===== src/rtl/ddr_req_arbiter_if.sv =====
// MIG 7-series app-port bundle between the request arbiter (master) and the MIG user interface (slave).
interface ddr_req_arbiter_if #(
    parameter int ADDR_W = 28,
    parameter int DATA_W = 128
);
    logic [ADDR_W-1:0]   app_addr;
    logic [2:0]          app_cmd;
    logic                app_en;
    logic                app_rdy;
    logic [DATA_W-1:0]   app_wdf_data;
    logic                app_wdf_wren;
    logic                app_wdf_end;
    logic [DATA_W/8-1:0] app_wdf_mask;
    logic                app_wdf_rdy;
    logic [DATA_W-1:0]   app_rd_data;
    logic                app_rd_data_valid;

    modport master (
        output app_addr, app_cmd, app_en, app_wdf_data, app_wdf_wren, app_wdf_end, app_wdf_mask,
        input  app_rdy, app_wdf_rdy, app_rd_data, app_rd_data_valid
    );

    modport slave (
        input  app_addr, app_cmd, app_en, app_wdf_data, app_wdf_wren, app_wdf_end, app_wdf_mask,
        output app_rdy, app_wdf_rdy, app_rd_data, app_rd_data_valid
    );
endinterface


===== src/rtl/ddr_req_arbiter.sv =====
// Shares the MIG app port among PSC (0), DSC (1) and L2 (2), one 128-bit transaction per grant.
// Define DDR_ARB_RR_EN for round-robin arbitration; otherwise fixed priority PSC > DSC > L2.
module ddr_req_arbiter #(
    parameter int ADDR_W = 28,
    parameter int DATA_W = 128,
    parameter int NREQ   = 3
) (
    input  logic                   clk_166M66,
    input  logic                   mcu_sys_rst,
    input  logic                   i_init_calib_complete,
    input  logic [NREQ-1:0]        i_req,
    input  logic [NREQ-1:0]        i_rw,
    input  logic [NREQ*ADDR_W-1:0] i_addr,
    input  logic [NREQ*DATA_W-1:0] i_wdata,
    output logic [NREQ-1:0]        o_gnt,
    output logic [NREQ-1:0]        o_done,
    output logic [DATA_W-1:0]      o_rdata,
    output logic                   o_busy,
    ddr_req_arbiter_if.master      app
);
    localparam int IDX_W = (NREQ > 1) ? $clog2(NREQ) : 1;

    typedef enum logic [2:0] {IDLE, WDATA, CMD, RDWAIT, DONE} state_t;

    state_t              state, state_nxt;
    logic [IDX_W-1:0]    win;
    logic                found;
    logic                grant_ok;
    logic [NREQ-1:0]     gnt_q;
    logic                rw_q;
    logic [ADDR_W-1:0]   addr_q;
    logic [DATA_W-1:0]   wdata_q;
    logic [DATA_W-1:0]   rdata_q;

`ifdef DDR_ARB_RR_EN
    logic [IDX_W-1:0]    rr_ptr;

    // NOTE: every variable driven in always_comb gets a default first so no latch is inferred.
    always_comb begin
        win   = '0;
        found = 1'b0;
        for (int k = 0; k < NREQ; k++) begin
            if (!found && i_req[(int'(rr_ptr) + k) % NREQ]) begin
                win   = IDX_W'((int'(rr_ptr) + k) % NREQ);
                found = 1'b1;
            end
        end
    end
`else
    always_comb begin
        win   = '0;
        found = 1'b0;
        // Walk downwards so the lowest requesting index is the last to be written.
        for (int k = NREQ - 1; k >= 0; k--) begin
            if (i_req[k]) begin
                win   = IDX_W'(k);
                found = 1'b1;
            end
        end
    end
`endif

    assign grant_ok = i_init_calib_complete && found;

    // NOTE: sequential state uses non-blocking assignments; the reset is synchronous, sampled on the clock edge.
    always_ff @(posedge clk_166M66) begin
        if (mcu_sys_rst) begin
            state <= IDLE;
        end else begin
            state <= state_nxt;
        end
    end

    always_comb begin
        state_nxt = state;
        unique case (state)
            IDLE:    if (grant_ok) state_nxt = i_rw[win] ? WDATA : CMD;
            WDATA:   if (app.app_wdf_rdy) state_nxt = CMD;
            CMD:     if (app.app_rdy) state_nxt = rw_q ? DONE : RDWAIT;
            RDWAIT:  if (app.app_rd_data_valid) state_nxt = DONE;
            DONE:    state_nxt = IDLE;
            default: state_nxt = IDLE;
        endcase
    end

    // NOTE: the datapath registers are reset as well so that every output reads 0 straight after reset.
    always_ff @(posedge clk_166M66) begin
        if (mcu_sys_rst) begin
            gnt_q   <= '0;
            rw_q    <= 1'b0;
            addr_q  <= '0;
            wdata_q <= '0;
            rdata_q <= '0;
`ifdef DDR_ARB_RR_EN
            rr_ptr  <= '0;
`endif
        end else begin
            if (state == IDLE && grant_ok) begin
                gnt_q   <= {{(NREQ-1){1'b0}}, 1'b1} << win;
                rw_q    <= i_rw[win];
                addr_q  <= i_addr[win*ADDR_W +: ADDR_W];
                wdata_q <= i_wdata[win*DATA_W +: DATA_W];
`ifdef DDR_ARB_RR_EN
                rr_ptr  <= (int'(win) == NREQ - 1) ? '0 : win + 1'b1;
`endif
            end else if (state == DONE) begin
                gnt_q <= '0;
            end
            if (state == RDWAIT && app.app_rd_data_valid) begin
                rdata_q <= app.app_rd_data;
            end
        end
    end

    always_comb begin
        app.app_en       = (state == CMD);
        app.app_cmd      = (state == CMD && !rw_q) ? 3'b001 : 3'b000;
        app.app_wdf_wren = (state == WDATA);
        app.app_wdf_end  = (state == WDATA);
        o_done           = gnt_q & {NREQ{state == DONE}};
        o_busy           = (state != IDLE);
    end

    assign app.app_addr     = addr_q;
    assign app.app_wdf_data = wdata_q;
    assign app.app_wdf_mask = '0;
    assign o_gnt            = gnt_q;
    assign o_rdata          = rdata_q;
endmodule


===== src/flat_wrapper.sv =====
// flat-port wrapper written by rule: the top's interface ports become plain ports
module ddr_req_arbiter_flat 
#(
    parameter int ADDR_W = 28,
    parameter int DATA_W = 128,
    parameter int NREQ   = 3
)
  (clk_166M66, mcu_sys_rst, i_init_calib_complete, i_req, i_rw, i_addr, i_wdata, o_gnt, o_done, o_rdata, o_busy, app_app_addr, app_app_cmd, app_app_en, app_app_wdf_data, app_app_wdf_wren, app_app_wdf_end, app_app_wdf_mask, app_app_rdy, app_app_wdf_rdy, app_app_rd_data, app_app_rd_data_valid);
  ddr_req_arbiter_if #(.ADDR_W(ADDR_W), .DATA_W(DATA_W)) app_i ();
  input  logic clk_166M66;
  input  logic mcu_sys_rst;
  input  logic i_init_calib_complete;
  input  logic [NREQ-1:0] i_req;
  input  logic [NREQ-1:0] i_rw;
  input  logic [NREQ*ADDR_W-1:0] i_addr;
  input  logic [NREQ*DATA_W-1:0] i_wdata;
  output logic [NREQ-1:0] o_gnt;
  output logic [NREQ-1:0] o_done;
  output logic [DATA_W-1:0] o_rdata;
  output logic o_busy;
  output wire logic [$bits(app_i.app_addr)-1:0] app_app_addr;
  output wire logic [$bits(app_i.app_cmd)-1:0] app_app_cmd;
  output wire logic [$bits(app_i.app_en)-1:0] app_app_en;
  output wire logic [$bits(app_i.app_wdf_data)-1:0] app_app_wdf_data;
  output wire logic [$bits(app_i.app_wdf_wren)-1:0] app_app_wdf_wren;
  output wire logic [$bits(app_i.app_wdf_end)-1:0] app_app_wdf_end;
  output wire logic [$bits(app_i.app_wdf_mask)-1:0] app_app_wdf_mask;
  input wire logic [$bits(app_i.app_rdy)-1:0] app_app_rdy;
  input wire logic [$bits(app_i.app_wdf_rdy)-1:0] app_app_wdf_rdy;
  input wire logic [$bits(app_i.app_rd_data)-1:0] app_app_rd_data;
  input wire logic [$bits(app_i.app_rd_data_valid)-1:0] app_app_rd_data_valid;
  assign app_app_addr = app_i.app_addr;
  assign app_app_cmd = app_i.app_cmd;
  assign app_app_en = app_i.app_en;
  assign app_app_wdf_data = app_i.app_wdf_data;
  assign app_app_wdf_wren = app_i.app_wdf_wren;
  assign app_app_wdf_end = app_i.app_wdf_end;
  assign app_app_wdf_mask = app_i.app_wdf_mask;
  assign app_i.app_rdy = app_app_rdy;
  assign app_i.app_wdf_rdy = app_app_wdf_rdy;
  assign app_i.app_rd_data = app_app_rd_data;
  assign app_i.app_rd_data_valid = app_app_rd_data_valid;
  ddr_req_arbiter #(.ADDR_W(ADDR_W), .DATA_W(DATA_W), .NREQ(NREQ)) u_core (.clk_166M66(clk_166M66), .mcu_sys_rst(mcu_sys_rst), .i_init_calib_complete(i_init_calib_complete), .i_req(i_req), .i_rw(i_rw), .i_addr(i_addr), .i_wdata(i_wdata), .o_gnt(o_gnt), .o_done(o_done), .o_rdata(o_rdata), .o_busy(o_busy), .app(app_i));
endmodule

===== config.mk =====
export PLATFORM = sky130hd
export DESIGN_NAME = ddr_req_arbiter_flat
export DESIGN_NICKNAME = d
export VERILOG_FILES = /design/src/rtl/ddr_req_arbiter_if.sv /design/src/rtl/ddr_req_arbiter.sv /design/src/flat_wrapper.sv
export SDC_FILE = /design/constraint.sdc
export NUM_CORES = 1
export LEC_CHECK = 0
export CORE_AREA = 2 2 353 355
export CTS_BUF_LIST = sky130_fd_sc_hd__clkbuf_4 sky130_fd_sc_hd__clkbuf_8
export DETAILED_ROUTE_END_ITERATION = 6
export DIE_AREA = 0 0 355 357
export MAX_ROUTING_LAYER = met4
export PLACE_DENSITY = 0.41
export SYNTH_ARGS = -nofsm -noshare
export SYNTH_HDL_FRONTEND = slang
export SYNTH_SLANG_ARGS = --single-unit

===== constraint.sdc =====
create_clock -name clk_166M66 -period 3.2 [get_ports clk_166M66]
set_clock_uncertainty 0.05 [all_clocks]
set_input_delay 0.48 -clock clk_166M66 [delete_from_list [all_inputs] [get_ports clk_166M66]]
set_output_delay 0.48 -clock clk_166M66 [all_outputs]
set_load 0.1 [all_outputs]

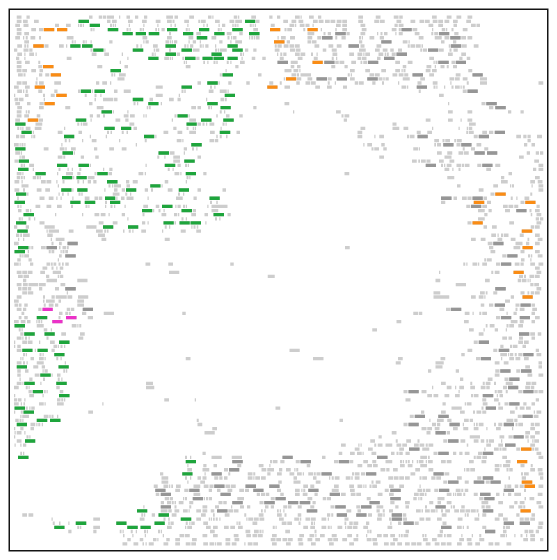
Figure 1: sequential cells grouped by signal name.
Other sequential cells in the stronger grey, the rest of the logic in the fainter grey.
netlist name	colour	flops
u_core.app.app_addr	orange	28
u_core.o_rdata	green	128
u_core.o_gnt	magenta	3
not coloured	132

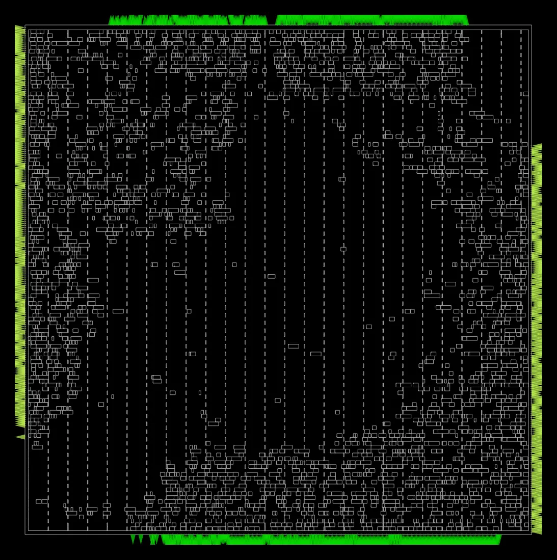
Figure 2: cell outlines without signal wires.
Layout Cells excl Fill: 4105
row count: 129

==> impl_metrics.json <==
{
  "avgRoutedWirePerCell_um": 22.2,
  "fin_util_pct": 20.0,
  "worstSetupEndpointType": "primary output",
  "synthFlopType": "dfxtp_1",
  "drv_slew": 0,
  "cp_slowest_cell": "nor3b_1",
  "grt_pass1_vias": 14500,
  "cp-start-kind": "flop",
  "lay_top_cells": "608 x clkdlybuf4s50_1, 415 x nand2_1, 314 x buf_4",
  "hold_ws_ns": 0.217,
  "clock_path_buffers": 3,
  "common_cells": "415 x nand2_1, 291 x dfxtp_1, 158 x o21ai_0",
  "place_congestion": 0.842,
  "yosys_warnings": 0,
  "flops": 291,
  "core_area_um2": 123000,
  "status": "complete, no violations",
  "io_buffer_count": 902,
  "fp_util_pct": 10.6,
  "crit_buf_inv": 1,
  "routed_via_density": 3.56,
  "rsz0062_at_grt": "no",
  "die_y_um": 357,
  "inverters": 3,
  "grt_remaining_overflow": 0,
  "sh_seq_area_pct": 23.6,
  "ant_nets": 0,
  "drt-total-wl_um": 91000,
  "power_uw": 16100,
  "ctsResizeCount": 0,
  "ir_drop_mv": 0.380,
  "pg_comb_uw": 6810,
  "yosys.area_share.simple_pct": 13.8,
  "buffer_area_share_pct": 35.8,
  "synthAdderAreaFrac_pct": 0,
  "comb_area_um2": 6360,
  "hold_viol": 0,
  "yosysChipArea_um2": 13000,
  "synth_cells": 1503,
  "syn_to_final_growth_pct": 89.5,
  "cts_buffers": 68,
  "lay_top_count": "clkdlybuf4s50_1",
  "regArea_um2": 5830,
  "top_cells_by_area": "dfxtp_1 45%, mux2i_1 12%, nand2_1 12%",
  "yosysMostFrequentCell": "nand2_1",
  "clk_pin_slew_ns": 0.05,
  "path_delay_family": "simple AND/OR/NAND/NOR gates",
  "p_seq_uw": 4420,
  "cp.required_ns": 2.67,
  "die_w_um": 355,
  "place_ws_ns": 0.337,
  "leakagePower_uw": 0.00995,
  "setup_viol": 0,
  "fin_crit_ns": 2.83,
  "drive_gt1_share_pct": 19.1,
  "maxSlewHeadroom_pct": 35.4,
  "ys_sh_aoi_pct": 22.2,
  "top_area_share_pct": 44.8,
  "xor_share_pct": 0,
  "htreeDepth": 3,
  "combPwrFrac_pct": 42.3,
  "ys_seq_elements": 291,
  "worstMarginPinSlew_ns": 0.966,
  "grt_pass1_wl_um": 120000,
  "clkSinkCount": 291,
  "clock.fmax_mhz": 353,
  "via_count": 14600,
  "largest_area_cell": "dfxtp_1",
  "cts_root_buffer": "clkbuf_8",
  "pwr-share-seq_pct": 27.4,
  "worstPathArrival_ns": 2.30,
  "cp_slowest_stage_delay_ns": 0.56,
  "pin_count": 921,
  "fin_nets": 2989,
  "path_cells": "nor3b_1 > and2_1 > buf_4",
  "firstDrtPassIters": 5,
  "largest_class": "buffers",
  "n_antenna_cell": 40,
  "synth.area.mux_share_pct": 12.1,
  "p_sw_uw": 7330,
  "synth.logic.top_family": "AND-OR/OR-AND gates",
  "clkbuf_count": 109,
  "power_density_nw_per_um2": 654,
  "finalWorstSetupSlack_ns": 0.367,
  "async_reset_ff_share_pct": 0,
  "ys_cells": 1503,
  "swShare_pct": 45.5,
  "power_leader": "combinational cells",
  "finalSetupTns_ns": 0,
  "synth.distinct_cells": 37,
  "cts_tree": "done",
  "postCtsHoldBufs": 0,
  "comb_cells": 1076,
  "grt_max_degree": 87,
  "p_clk_share_pct": 30.3,
  "powerClk_uw": 4880,
  "crit_fanout": 7,
  "hp-class": "in2reg",
  "openroad.warnings": 26,
  "edf_count": 0,
  "final_cell_area_um2": 24600,
  "critical_path_class": "reg2out",
  "num-nonclk-buffers": 941,
  "postSynthSeqShare_pct": 44.8,
  "grt_use_total_pct": 14.1
}
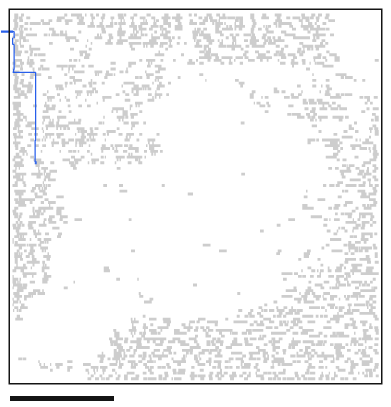
Figure 3: port wiring.
Scale bar: 100 um.
port	colour	bits	direction	edge	end cells	buffers	wire
app_app_wdf_wren	blue	1	output	left	1	1	152 um

==> metal layers <==
metal	track usage (%)	vias to the layer above	share of wire, %
met4	3.11	0	1.8
met3	5.97	127	10
met2	24.3	660	50
met1	14.9	6769	38
li1	-	7055	-
met5	-	-	0
==> final timing paths <==
path	start	to	slack (ns)	cells after the start
worst max-delay path	u_core.state[2]	o_done[2]	0.37	3
worst min-delay path	mcu_sys_rst	u_core.rw_q	0.22	2
worst max register to register	u_core.state[0]	u_core.app.app_addr[26]	0.69	5
worst min register to register	u_core.o_rdata[114]	u_core.o_rdata[114]	0.40	2
==> sequential cells by signal, indices dropped and copies added, names as in the netlist <==
name / flops
u_core.app.app_wdf_data: 128
u_core.o_rdata: 128
u_core.o_gnt: 3
u_core.rw_q: 1
u_core.app.app_addr: 28
u_core.state: 3
No activity file was given, so power comes from the tool's default toggle rates.
